### Track usage over the die, run 1

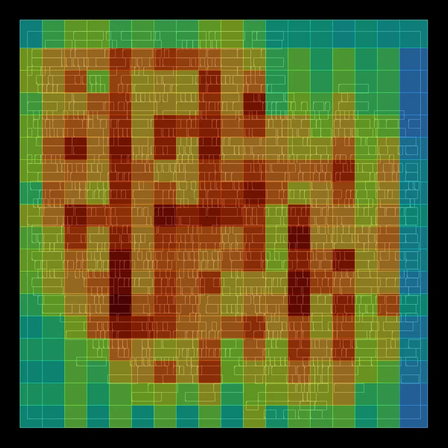
### Clock wires, drivers and flops, run 1

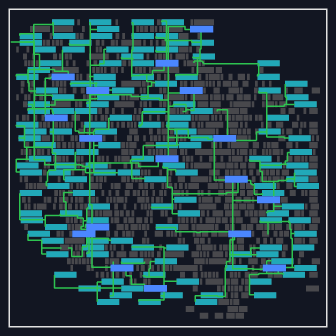
### Sizing map, run 1

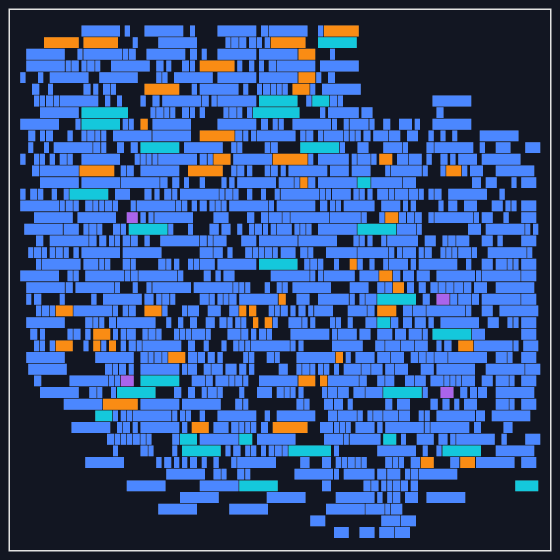
$ cat src/rtl/temp_pkg.sv
// temp_pkg: shared sample type, fixed-point format constants and averager FSM states
package temp_pkg;
    localparam int TEMP_W    = 13;
    localparam int TEMP_FRAC = 4;
    typedef logic signed [TEMP_W-1:0] temp_t;
    typedef enum logic {FILL, RUN} avg_state_t;
endpackage

$ cat src/rtl/avg_ring.sv
// avg_ring: sample ring buffer with write pointer; presents the sample about to be overwritten
module avg_ring
    import temp_pkg::*;
#(
    parameter int W      = TEMP_W,
    parameter int LOG2_N = 3
) (
    input  logic                clk,
    input  logic                rst_n,
    input  logic                clr,
    input  logic                wr,
    input  logic signed [W-1:0] din,
    output logic signed [W-1:0] evict
);
    localparam int N = 1 << LOG2_N;

    logic signed [W-1:0] mem [N];
    logic [LOG2_N-1:0]   wr_ptr;

    assign evict = mem[wr_ptr];

    // store each accepted sample over the oldest one; pointer wraps naturally at 2^LOG2_N
    always_ff @(posedge clk or negedge rst_n) begin
        if (!rst_n) begin
            for (int i = 0; i < N; i++) mem[i] <= '0;
            wr_ptr <= '0;
        end else if (clr) begin
            for (int i = 0; i < N; i++) mem[i] <= '0;
            wr_ptr <= '0;
        end else if (wr) begin
            mem[wr_ptr] <= din;
            wr_ptr      <= wr_ptr + LOG2_N'(1);
        end
    end
endmodule

$ cat src/rtl/temp_avg.sv
// temp_avg: moving-average filter over the last 2^LOG2_N temperature samples with rounded output.
// Optional TEMP_AVG_MINMAX_EN adds min_o/max_o tracking of the valid averages.
module temp_avg
    import temp_pkg::*;
#(
    parameter int W      = TEMP_W,
    parameter int LOG2_N = 3
) (
    input  logic                clk,
    input  logic                rst_n,
    input  logic                rdy_i,
    input  logic signed [W-1:0] temp_i,
    input  logic                clr_i,
    output logic signed [W-1:0] avg_o,
    output logic                avg_valid_o,
    output logic                avg_upd_o,
`ifdef TEMP_AVG_MINMAX_EN
    output logic signed [W-1:0] min_o,
    output logic signed [W-1:0] max_o,
`endif
    output logic [LOG2_N:0]     fill_o
);
    localparam int SW = W + LOG2_N;
    localparam logic [LOG2_N:0] FULL = (LOG2_N+1)'(1 << LOG2_N);

    logic                 rdy_q, accept, pend;
    avg_state_t           state, state_nxt;
    logic signed [SW-1:0] sum, sum_nxt;
    logic signed [W-1:0]  avg_nxt;
    logic [LOG2_N:0]      fill_nxt;

    assign accept = rdy_i & ~rdy_q;

    if (LOG2_N == 0) begin : g_bypass
        assign sum_nxt = temp_i;
        assign avg_nxt = sum;
    end else begin : g_ring
        localparam logic signed [SW:0] HALF = (SW+1)'(1) <<< (LOG2_N-1);
        logic signed [W-1:0] evict;
        logic signed [SW:0]  rnd;
        avg_ring #(.W(W), .LOG2_N(LOG2_N)) u_ring (
            .clk  (clk),
            .rst_n(rst_n),
            .clr  (clr_i),
            .wr   (accept & ~clr_i),
            .din  (temp_i),
            .evict(evict)
        );
        assign sum_nxt = sum + SW'(temp_i) - SW'(evict);
        assign rnd     = (SW+1)'(sum) + HALF;
        assign avg_nxt = W'(rnd >>> LOG2_N);
    end

    // saturating fill count and the FILL->RUN decision on the accept that completes the window
    always_comb begin
        fill_nxt  = (fill_o == FULL) ? fill_o : fill_o + (LOG2_N+1)'(1);
        state_nxt = (accept && fill_nxt == FULL) ? RUN : state;
    end

    // accept updates sum/fill; the following edge publishes the rounded average
    always_ff @(posedge clk or negedge rst_n) begin
        if (!rst_n) begin
            rdy_q       <= 1'b0;
            pend        <= 1'b0;
            state       <= FILL;
            sum         <= '0;
            fill_o      <= '0;
            avg_o       <= '0;
            avg_valid_o <= 1'b0;
            avg_upd_o   <= 1'b0;
        end else if (clr_i) begin
            rdy_q       <= 1'b0;
            pend        <= 1'b0;
            state       <= FILL;
            sum         <= '0;
            fill_o      <= '0;
            avg_o       <= '0;
            avg_valid_o <= 1'b0;
            avg_upd_o   <= 1'b0;
        end else begin
            rdy_q       <= rdy_i;
            pend        <= accept;
            state       <= state_nxt;
            avg_upd_o   <= pend;
            avg_valid_o <= (state == RUN);
            if (accept) begin
                sum    <= sum_nxt;
                fill_o <= fill_nxt;
            end
            if (pend) avg_o <= avg_nxt;
        end
    end

`ifdef TEMP_AVG_MINMAX_EN
    localparam logic signed [W-1:0] POS_MAX = {1'b0, {(W-1){1'b1}}};
    localparam logic signed [W-1:0] NEG_MAX = -POS_MAX;

    // extremes of the full-window averages, compared against the value being published
    always_ff @(posedge clk or negedge rst_n) begin
        if (!rst_n) begin
            min_o <= POS_MAX;
            max_o <= NEG_MAX;
        end else if (clr_i) begin
            min_o <= POS_MAX;
            max_o <= NEG_MAX;
        end else if (pend && state == RUN) begin
            if (avg_nxt < min_o) min_o <= avg_nxt;
            if (avg_nxt > max_o) max_o <= avg_nxt;
        end
    end
`endif
endmodule

$ cat config.mk
export PLATFORM = sky130hd
export DESIGN_NAME = temp_avg
export DESIGN_NICKNAME = d
export VERILOG_FILES = /design/src/rtl/temp_pkg.sv /design/src/rtl/avg_ring.sv /design/src/rtl/temp_avg.sv
export SDC_FILE = /design/constraint.sdc
export NUM_CORES = 1
export LEC_CHECK = 0
export CAP_MARGIN = 10
export CORE_MARGIN = 2
export CORE_UTILIZATION = 55
export CTS_CLUSTER_DIAMETER = 60
export DETAILED_ROUTE_END_ITERATION = 8
export GPL_TIMING_DRIVEN = 0
export PLACE_DENSITY = 0.84
export SETUP_SLACK_MARGIN = 0.02
export SLEW_MARGIN = 20
export SYNTH_ARGS = -nofsm -noshare
export SYNTH_HDL_FRONTEND = slang
export SYNTH_SLANG_ARGS = --single-unit
$ cat constraint.sdc
create_clock -name clk -period 5.7 [get_ports clk]
set_input_delay 1.425 -clock clk [delete_from_list [all_inputs] [get_ports clk]]
set_output_delay 1.425 -clock clk [all_outputs]
set_load 0.005 [all_outputs]
==> results_slide.txt, run 1 <==
Physical Implementation Snapshot

Status
  – Status: completed

Synth
  – Commonest flop: dfrtp_1
  – Area of the mapped netlist: 0.00818 mm^2
  – Yosys reg bits: 145
  – Post-Syn Instances: 939
  – FFs w/ async S/R, synth: 100%
  – Xor/xnor share: 2.14%
  – Count of library flops with an enable pin: 0
  – # Cells Yosys: 939
  – Mux area share: 6.55%
  – Post-synthesis sequential area ratio: 44.4%
  – Largest combinational cell category by area: simple AND/OR/NAND/NOR gates
  – Yosys cell types: approximately 62

Setup path
  – CP Class: reg2reg
  – FF-to-FF End: sum[15]
  – Crit path from: g_ring.u_ring.wr_ptr[2]
  – Crit path launch type: register
  – Arrival @ worst endpoint: 5.17 ns
  – Worst reg-to-reg setup slack: 0.85 ns
  – Crit-path max FO: 10
  – Worst R2R Path Depth: 13
  – RR Startpoint: g_ring.u_ring.wr_ptr[2]

Placed design
  – GPL Wtd Cong: 0.986
  – Setup WS pre-CTS: ~0.7 ns
  – Placed cells: 1,148
  – DP Area: 0.00868 mm^2
  – HPWL after DPL: 16.2 mm

Floorplanning
  – Core area: 0.0145 mm^2
  – FP Core Util: 56.3%
  – Ports: 36
  – Die width: ~130 um
  – # rows: 44
  – Chip area: approximately 0.016 mm^2

Hold path
  – WHS Path Cells: 2
  – Hold path endpoint: g_ring.u_ring.mem[4]
  – Hold Crit Start: g_ring.u_ring.mem[4]

Final timing
  – F_max: 0.206 GHz
  – Hold Vio Cnt, Final: 0
  – Final worst path period share: a little under nine tenths
  – Tmin final: ~4.8 ns
  – Setup violators final: 0
  – Max-slew headroom at the worst pin: a little over two fifths
  – RSZ-0062 raised after global routing: false

Clock network
  – Num CTS Buffers: 17
  – CTS Hold Bufs: 0
  – CTS tree: done
  – Setup bufs post-CTS: 0
  – Clock root buffer: clkbuf_16
  – Clock tree sinks: around 150
  – CTS max path bufs: 2
  – Clock transition at path regs: 0.06 ns

Final layout
  – Post-Layout Cell Count: 1,180
  – Proportion of layout cells with a drive suffix above 1: 7.63%
  – Fillers: 1,222
  – Final Util: 63.8%
  – Area grow syn2layout: 13.5%
  – Final nets: 1,036
  – Antenna Cells: 0
  – Commonest Layout Cell: nand2_1
  – Logic area: 0.00404 mm^2
  – Most frequent cells in the layout: 250 x nand2_1, 145 x dfrtp_1, 128 x a21oi_1

Power and ir drop
  – Pwr/cell area: 355 mW/mm^2
  – Leakage Power: 3.95 nW

GRT
  – Initial antenna violation count: 1
  – First-pass GRT wire length: ~37 mm
  – GRT Resource Usage Total: 30.3%
  – Vias in the first global route: about 7,000
  – Total gr overflow: 0

Routing
  – DRT Wirelength: 22.8 mm
  – Detailed Route Iter0 Violations: ~830
  – Via/cell ratio: between 6 and 7
  – Post-route ant nets: 0
  – DRT Pass-1 Iters: 8
  – Vias: a little over 7,000

Run
  – Tool warning count: 28
Back to the opening pictures, 'Track usage over the die':
met1 Resource Use GR: 40.1%
wire length per cell: 19.3 um

Back to the opening pictures, 'Clock wires, drivers and flops':
- clock-net drivers: blue (count 17)
- flip-flops: cyan (count 145)
- clock wires: green (length 1,850 um)
- routed clock nets: 18
Fin Clk Skew: 0.00775 ns
Clock Latency Late Sink: 0.44 ns
Clock Power Share: 34.9%

Back to the opening pictures, 'Sizing map':
- x2: orange (cells 44; share 4.4%)
- x1 and smaller: blue (cells 920; share 92%)
- x6 and larger: cyan (cells 28; share 2.8%)
- x3 and x4: purple (cells 4; share 0.40%)

==> run 1: report_power, final <==
part | switching [mW] | leakage (nW) | internal (mW)
Sequential | 0.0489 | 2.00 | 1.09
Clock | 0.491 | 0.294 | 0.658
Combinational | 0.600 | 1.66 | 0.402
==> run 1: critical path, cell delays in order, from the launching register on <==
cell      delay [ns]
dfrtp_1         0.49
buf_2           0.32
buf_1           0.68
mux4_2          0.47
mux2_2          0.33
fa_1            0.48
inv_1           0.04
ha_1            0.37
a211oi_2        0.24
o21bai_1        0.13
o2111a_1        0.28
a2111o_1        0.38
o211ai_1        0.14
mux2_1          0.35
==> run 1: cells in the mapped netlist, types with 2 or more instances <==
master	number	area share (%)
a211o_1	2	0.21
a211oi_1	14	1.3
a21o_1	6	0.55
a21oi_1	128	7.8
a221o_1	2	0.24
a221oi_1	4	0.43
a22oi_1	4	0.37
a311oi_1	4	0.43
a31oi_1	5	0.38
and2_1	2	0.15
and3_1	11	0.84
buf_1	11	0.50
buf_2	9	0.55
clkbuf_1	47	2.2
dfrtp_1	145	44
fa_1	15	3.7
ha_1	21	3.2
inv_1	63	2.9
mux2_2	11	1.5
mux2i_1	13	1.6
mux4_2	12	3.3
nand2_1	250	11
nand2b_1	4	0.31
nand3_1	18	1.1
nand4_1	2	0.15
nor2_1	41	1.9
nor2b_1	5	0.38
nor3_1	6	0.37
nor3_2	3	0.37
o211ai_1	2	0.18
o21a_1	2	0.18
o21ai_0	14	0.86
o21ai_1	4	0.24
o221ai_1	4	0.43
o22ai_1	2	0.15
o311ai_1	3	0.32
or3_1	6	0.46
or4_1	2	0.18
xnor2_1	16	1.7
xor2_1	4	0.43
==> run 1: metrics by stage <==
stage | TNS (ns) | power (mW)
floorplan | 0 | 1.89
detailed placement | 0 | 2.14
finish | 0 | 3.29
CTS | 0 | 3.28
global placement | -367.03 | 2.11
global route | 0 | 3.46
==> run 1: sequential cells by signal (all words and copies together) (netlist names) <==
| signal | count |
|---|---|
| avg_o | 13 |
| avg_upd_o | 1 |
| avg_valid_o | 1 |
| fill_o | 4 |
| g_ring.u_ring.mem | 104 |
| g_ring.u_ring.wr_ptr | 3 |
| pend | 1 |
| rdy_q | 1 |
| state | 1 |
| sum | 16 |
==> run 1: layout make-up <==
class	instances	share of cell area, %
inverter	65	2.63
timing repair buffer	25	2.94
multi-input combinational	662	43.6
tap	184	2.48
clock inverter	15	1.86
clock buffer	17	4.59
sequential	145	39.1
buffer	67	2.83
==> run 1: logic make-up after synthesis <==
| logic type | after synthesis |
|---|---|
| simple gates | 357 |
| compound gates | 212 |
| flops | 145 |
| buf+inv | 132 |
| mux | 37 |
| fa+ha+maj | 36 |
| xor+xnor | 20 |
==> run 1: layer usage <==
| layer | up-vias | part of all wire (%) | global-route usage [%] |
|---|---|---|---|
| li1 | 3247 | - | - |
| met1 | 3446 | 40 | 40.1 |
| met2 | 373 | 48 | 48.6 |
| met3 | 82 | 8.8 | 6.46 |
| met4 | 2 | 3.5 | 13.1 |
| met5 | - | 0.070 | 0 |
==> inputs of run 2 (changes only) <==
- SKIP_CTS_REPAIR_TIMING: unset -> 1
==> results_slide.txt, run 2 <==
Physical Implementation Snapshot

Clock network
  – Num CTS Buffers: 17 (unchanged)
  – CTS max path bufs: 2 (unchanged)
  – H-tree depth: 4
  – Clock Latency Late Sink: 0.44 ns (about the same)
  – CTS tree: done
  – Clock transition at path regs: 0.06 ns (about the same)
  – Clock tree sinks: 145 (unchanged)
  – Clock root buffer: clkbuf_16

Final layout
  – Logic area: 0.00404 mm^2 (unchanged)
  – Commonest Layout Cell: nand2_1
  – Most frequent cells in the layout: 250 x nand2_1, 145 x dfrtp_1, 128 x a21oi_1
  – Max reg flops: 104 (unchanged)
  – Final nets: 1,036 (unchanged)
  – Regs by FF count: g_ring.u_ring.mem (104), sum (16), avg_o (13)
  – Fillers: 1,222 (unchanged)
  – Area grow syn2layout: 13.5% (unchanged)
  – Proportion of layout cells with a drive suffix above 1: 7.63% (unchanged)

Placed design
  – DP Area: 0.00868 mm^2 (unchanged)
  – HPWL after DPL: 16.2 mm (unchanged)
  – GPL Wtd Cong: 0.986 (unchanged)

Setup path
  – Worst path bufs/invs: 3 (unchanged)
  – Crit path from: g_ring.u_ring.wr_ptr[2]
  – CP Class: reg2reg
  – Crit-path max cell delay: 0.68 ns (about the same)
  – CP delay by family, top: AND-OR/OR-AND gates
  – Critical-path cell list: buf_2, buf_1, mux4_2, mux2_2, fa_1, inv_1, ha_1, a211oi_2, o21bai_1, o2111a_1, a2111o_1, o211ai_1, mux2_1
  – Crit-path slowest cell: buf_1
  – Arrival @ worst endpoint: 5.17 ns (about the same)
  – Crit path launch type: register

GRT
  – Met1 Resource Use GR: 40.1% (unchanged)
  – Vias in the first global route: 7,000 (unchanged)
  – Met2 Resource Use GR: 48.6% (unchanged)
  – Met3 Use GR: 6.46% (unchanged)
  – Grt peak-use layer: met2
  – Total gr overflow: 0 (unchanged)
  – First-pass GRT wire length: 37.3 mm (unchanged)

Power and ir drop
  – Pwr/cell area: 355 mW/mm^2 (unchanged)
  – Leakage Power: 3.95 nW (unchanged)
  – Tot Pwr: 3.29 mW (unchanged)

Synth
  – Post-synthesis sequential area ratio: 44.4% (unchanged)
  – Post-Syn Instances: 939 (unchanged)
  – Yosys reg bits: 145 (unchanged)
  – Most frequent cell after synthesis: nand2_1
  – Yosys cell types: 62 (unchanged)
  – FFs w/ async S/R, synth: 100% (unchanged)
  – Area of the mapped netlist: 0.00818 mm^2 (unchanged)
  – Count of library flops with an enable pin: 0 (unchanged)
  – Area leader, netlist: dfrtp_1
  – Post-synth area hogs: dfrtp_1 44%, nand2_1 11%, a21oi_1 7.8%, fa_1 3.7%, mux4_2 3.3%
  – # Cells Yosys: 939 (unchanged)
  – Commonest cells post-synth: 250 x nand2_1, 145 x dfrtp_1, 128 x a21oi_1

Floorplanning
  – Chip area: 0.0159 mm^2 (unchanged)
  – FP Core Util: 56.3% (unchanged)
  – Core area: 0.0145 mm^2 (unchanged)
  – Ports: 36 (unchanged)
  – Die width: 126 um (unchanged)

Routing
  – Wire length per cell: 19.3 um (unchanged)
  – Post-route ant nets: 0 (unchanged)
  – DRT Pass-1 Iters: 8 (unchanged)
  – Via/cell ratio: 6.06 (unchanged)

Final timing
  – Fin Clk Skew: 0.00775 ns (unchanged)
  – Final worst path period share: 85.1% (unchanged)
  – Tmin final: 4.85 ns (unchanged)
  – F_max: 0.206 GHz (unchanged)
  – Hold Vio Cnt, Final: 0 (unchanged)
  – Setup violators final: 0 (unchanged)
  – Max-slew headroom at the worst pin: 42.6% (unchanged)

Run
  – Tool warning count: 28 (unchanged)

Status
  – Status: completed

Hold path
  – Hold Crit Start: g_ring.u_ring.mem[4]
## run 2: path summary, 6_finish.rpt
| path | endpoint | slack, ns | cells after the start |
|---|---|---|---|
| min in group asynchronous | avg_valid_o | 0.97 | 1 |
| worst max-delay path | sum[15] | 0.85 | 13 |
| worst min register to register | g_ring.u_ring.mem[4] | 0.52 | 2 |
| worst max register to register | sum[15] | 0.85 | 13 |
| max in group asynchronous | g_ring.u_ring.mem[5] | 3.98 | 2 |
| worst min-delay path | g_ring.u_ring.mem[4] | 0.52 | 2 |
## run 2: layout make-up
class | count | area share [%]
well taps | 184 | 2.48
repair buffers | 25 | 2.94
clock buffers | 17 | 4.59
inverters | 65 | 2.63
clock inverters | 15 | 1.86
multi-input cells | 662 | 43.6
plain buffers | 67 | 2.83
flip-flops and latches | 145 | 39.1
## run 2: cells by family (layout without fill, tap and decap cells)
| logic type | count (synthesis) | after routing | share of synthesized area (%) |
|---|---|---|---|
| AOI/OAI and AO/OA | 212 | 212 | 15.5 |
| xor gates and xnor gates | 20 | 20 | 2.14 |
| adders and majority gates | 36 | 36 | 6.89 |
| buffers and inverters | 132 | 189 | 6.20 |
| DFF | 145 | 145 | 44.4 |
| muxes | 37 | 37 | 6.55 |
| and+or+nand+nor | 357 | 357 | 18.4 |
## run 2: stage by stage
| step | hold WS (ns) | cells | setup WS [ns] | setup TNS [ns] |
|---|---|---|---|---|
| 5_1_grt | 0.535 | 1180 | 0.622 | 0 |
| 3_5_place_dp | 0.512 | 1148 | 0.718 | 0 |
| 3_3_place_gp | 0.505 | 1147 | -2.54 | -367.03 |
| 6_report | 0.521 | 1180 | 0.851 | 0 |
| 2_1_floorplan | 0.481 | 939 | 1.49 | 0 |
| 4_1_cts | 0.522 | 1180 | 0.934 | 0 |
## run 2: worst min-delay path, stage by stage (launching register included)
cell	delay, ns
dfrtp_1	0.37
nand2_1	0.06
a21oi_1	0.05
## run 2: power breakdown
part           total (mW)  leakage (nW)  switching, mW  internal [mW]
Clock                1.15         0.294          0.491          0.658
Sequential           1.14          2.00         0.0489           1.09
Combinational        1.00          1.66          0.600          0.402
Total                3.29          3.95           1.14           2.15
## run 2: layer usage
| metal | share of wire [%] | vias up |
|---|---|---|
| li1 | - | 3247 |
| met1 | 40 | 3446 |
| met2 | 48 | 373 |
| met3 | 8.8 | 82 |
| met4 | 3.5 | 2 |
| met5 | 0.070 | - |
### Track usage over the die, run 2

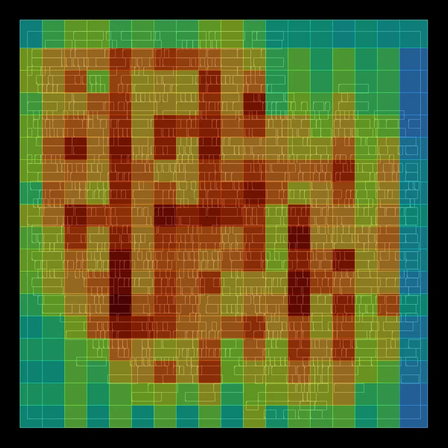
Final Util: 63.8%
GRT Resource Usage Total: 30.3%

==> inputs of run 3 (changes only) <==
- SETUP_SLACK_MARGIN: 0.02 -> unset
### Sizing map, run 3

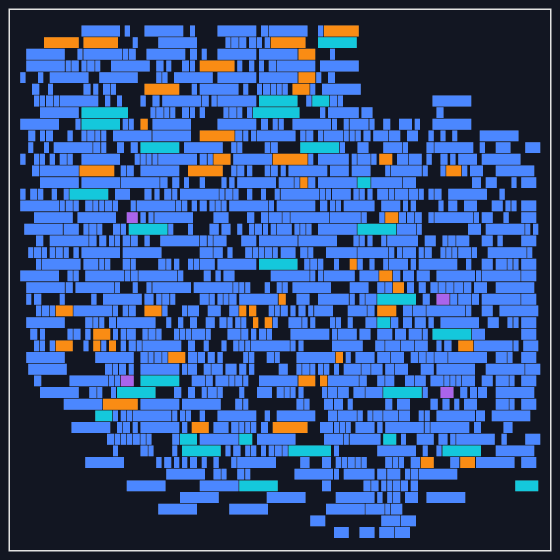
- x1 and smaller: blue (cells 920; share 92%)
- x6 and larger: cyan (cells 28; share 2.8%)
- x3 and x4: purple (cells 4; share 0.40%)
- x2: orange (cells 44; share 4.4%)

==> results_slide.txt, run 3 <==
Physical Implementation Snapshot

Setup path
  – Crit-path slowest cell: buf_1
  – Crit. End Element: register
  – Crit-path max FO: 10
  – Crit path DRT: 6.02 ns
  – RR Startpoint: g_ring.u_ring.wr_ptr[2]
  – Worst path bufs/invs: 3 (unchanged)
  – Crit-path max cell delay: 0.68 ns (about the same)
  – Worst reg-to-reg setup slack: 0.85 ns (about the same)
  – CP Class: reg2reg
  – Arrival @ worst endpoint: 5.17 ns (about the same)
  – Critical-path cell list: buf_2, buf_1, mux4_2, mux2_2, fa_1, inv_1, ha_1, a211oi_2, o21bai_1, o2111a_1, a2111o_1, o211ai_1, mux2_1
  – CP delay by family, top: AND-OR/OR-AND gates
  – FF-to-FF End: sum[15]
  – Crit path launch type: register
  – Worst R2R Path Depth: 13 (unchanged)

Synth
  – FFs w/ async S/R, synth: 100% (unchanged)
  – Mux area share: 6.55% (unchanged)
  – Area leader, netlist: dfrtp_1
  – # Cells Yosys: 939 (unchanged)
  – Xor/xnor share: 2.14% (unchanged)
  – Yosys reg bits: 145 (unchanged)
  – Area of the mapped netlist: 0.00818 mm^2 (unchanged)
  – Compound Share, Synth: 15.5% (unchanged)
  – Commonest flop: dfrtp_1
  – Simple share: 18.4% (unchanged)
  – Area share of the largest cell type after synthesis: 44.4%
  – Most frequent cell after synthesis: nand2_1
  – Commonest cells post-synth: 250 x nand2_1, 145 x dfrtp_1, 128 x a21oi_1
  – Yosys cell types: 62 (unchanged)
  – Syn nets: slightly below 1,000
  – YS warnings: 0
  – Count of library flops with an enable pin: 0 (unchanged)
  – Largest combinational cell category by area: simple AND/OR/NAND/NOR gates
  – Syn_area_per_cell: 8.71 um^2
  – Post-Syn Instances: 939 (unchanged)
  – Adder-Cell Fraction of Synth Area: 6.89% (unchanged)
  – YS chip area: approximately 0.0082 mm^2
  – Post-synthesis sequential area ratio: 44.4% (unchanged)
  – Post-synth area hogs: dfrtp_1 44%, nand2_1 11%, a21oi_1 7.8%, fa_1 3.7%, mux4_2 3.3%

Hold path
  – Hold Crit Start: g_ring.u_ring.mem[4]
  – WHS Path Cells: 2 (unchanged)
  – Hold path endpoint: g_ring.u_ring.mem[4]
  – Hold/Removal Path Class: reg2reg

Final timing
  – F_max: 0.206 GHz (unchanged)
  – Worst slew pin tran: 0.861 ns
  – Hold Vio Cnt, Final: 0 (unchanged)
  – Pins Over Slew Limit: 0
  – Setup violators final: 0 (unchanged)
  – RSZ-0062 raised after global routing: false
  – Hold Slack: 0.521 ns (unchanged)
  – Final worst path period share: 85.1% (unchanged)
  – Fin Clk Skew: 0.00775 ns (unchanged)
  – Max-slew headroom at the worst pin: 42.6% (unchanged)
  – Tmin final: 4.85 ns (unchanged)

GRT
  – Vias in the first global route: 7,000 (unchanged)
  – Largest net degree at the start of global routing: ~81
  – Initial antenna violation count: 1
  – GRT Resource Usage Total: 30.3% (unchanged)
  – First-pass GRT wire length: 37.3 mm (unchanged)
  – Total gr overflow: 0 (unchanged)

Routing
  – Vias: 7,150
  – Wire length per cell: 19.3 um (unchanged)
  – Detailed Route Iter0 Violations: just over 800
  – Post-route ant nets: 0 (unchanged)
  – DRT Wirelength: 22.8 mm
  – Via/cell ratio: 6.06 (unchanged)
  – # DRC: 0
  – DRT Pass-1 Iters: 8 (unchanged)

Run
  – Max-Cap Viols: 0
  – Tool warning count: 28 (unchanged)

Power and ir drop
  – Pwr/cell area: 355 mW/mm^2 (unchanged)
  – Leakage Power: 3.95 nW (unchanged)
  – VDD IR max: 0.000233 V
  – Tot Pwr: 3.29 mW (unchanged)

Final layout
  – Antenna Cells: 0
  – Most frequent cells in the layout: 250 x nand2_1, 145 x dfrtp_1, 128 x a21oi_1
  – Fillers: 1,222 (unchanged)
  – Commonest Layout Cell: nand2_1
  – Post-Layout Cell Count: 1,180 (unchanged)
  – Area grow syn2layout: 13.5% (unchanged)
  – Proportion of layout cells with a drive suffix above 1: 7.63% (unchanged)
  – Max reg flops: 104 (unchanged)
  – Final nets: 1,036 (unchanged)
  – Most flop-heavy register: g_ring.u_ring.mem
  – Regs by FF count: g_ring.u_ring.mem (104), sum (16), avg_o (13)

Clock network
  – Clock transition at path regs: 0.06 ns (about the same)
  – H-tree depth: 4 (unchanged)
  – Clock tree sinks: 145 (unchanged)
  – Clock Latency Late Sink: 0.44 ns (about the same)
  – CTS tree: done
  – CTS max path bufs: 2 (unchanged)
  – Num CTS Buffers: 17 (unchanged)
  – Clock root buffer: clkbuf_16

Placed design
  – I/O Buffers: 24
  – Placed cells: 1,148 (unchanged)
  – GPL Wtd Cong: 0.986 (unchanged)
  – HPWL after DPL: 16.2 mm (unchanged)

Floorplanning
  – Die width: 126 um (unchanged)
  – FP Core Util: 56.3% (unchanged)
  – # rows: 44
  – DIE HEIGHT: 126 um
  – Core area: 0.0145 mm^2 (unchanged)
  – Ports: 36 (unchanged)
  – Chip area: 0.0159 mm^2 (unchanged)

Status
  – Status: completed
[run 3: cell families after synthesis]
group / after synthesis
fa+ha+maj: 36
flops: 145
xor+xnor: 20
compound gates: 212
simple gates: 357
buf+inv: 132
mux: 37
[run 3: cell type report]
class	instances	area, um^2	area share [%]
Clock inverter	15	173	1.86
Inverter	65	244	2.63
Sequential cell	145	3630	39.1
Timing Repair Buffer	25	273	2.94
Multi-Input combinational cell	662	4040	43.6
Buffer	67	263	2.83
Clock buffer	17	425	4.59
Tap cell	184	230	2.48
[run 3: how the worst max path moves through the flow]
stage	startpoint	slack [ns]	depth (start not counted)	to
after floorplan	temp_i[1]	1.49	11	sum[15]
after global routing	g_ring.u_ring.wr_ptr[2]	0.62	13	sum[15]
final	g_ring.u_ring.wr_ptr[2]	0.85	13	sum[15]
after global placement	rst_n	-2.54	1	g_ring.u_ring.mem[34]
after detailed placement	temp_i[12]	0.72	11	sum[15]
after CTS	g_ring.u_ring.wr_ptr[2]	0.93	13	sum[15]
[run 3: power by group]
part	leakage, nW	switching [mW]	internal (mW)	total, mW
clock network	0.294	0.491	0.658	1.15
registers	2.00	0.0489	1.09	1.14
logic	1.66	0.600	0.402	1.00
total	3.95	1.14	2.15	3.29
[run 3: metal layers]
layer | vias to the layer above | wire [um] | global-route usage, %
li1 | 3247 | - | -
met1 | 3446 | 9060 | 40.1
met2 | 373 | 10900 | 48.6
met3 | 82 | 2000 | 6.46
met4 | 2 | 806 | 13.1
met5 | - | 16 | 0
[run 3: worst reg2reg max path, cell delays in order, from the launching register on]
cell and delay [ns]:
dfrtp_1 0.49, buf_2 0.32, buf_1 0.68, mux4_2 0.48, mux2_2 0.33, fa_1 0.48
inv_1 0.04, ha_1 0.37, a211oi_2 0.24, o21bai_1 0.13, o2111a_1 0.28, a2111o_1 0.38
o211ai_1 0.14, mux2_1 0.35
[run 3: through the flow]
step / setup slack (ns) / setup TNS (ns) / util, % / area [um^2]
finish: 0.851 / 0 / 63.8 / 9280
global route: 0.622 / 0 / 63.8 / 9280
CTS: 0.934 / 0 / 63.8 / 9280
detailed placement: 0.718 / 0 / 59.7 / 8680
global placement: -2.54 / -367.03 / 59.5 / 8650
floorplan: 1.49 / 0 / - / 8180
Power and IR drop assume default switching activity.
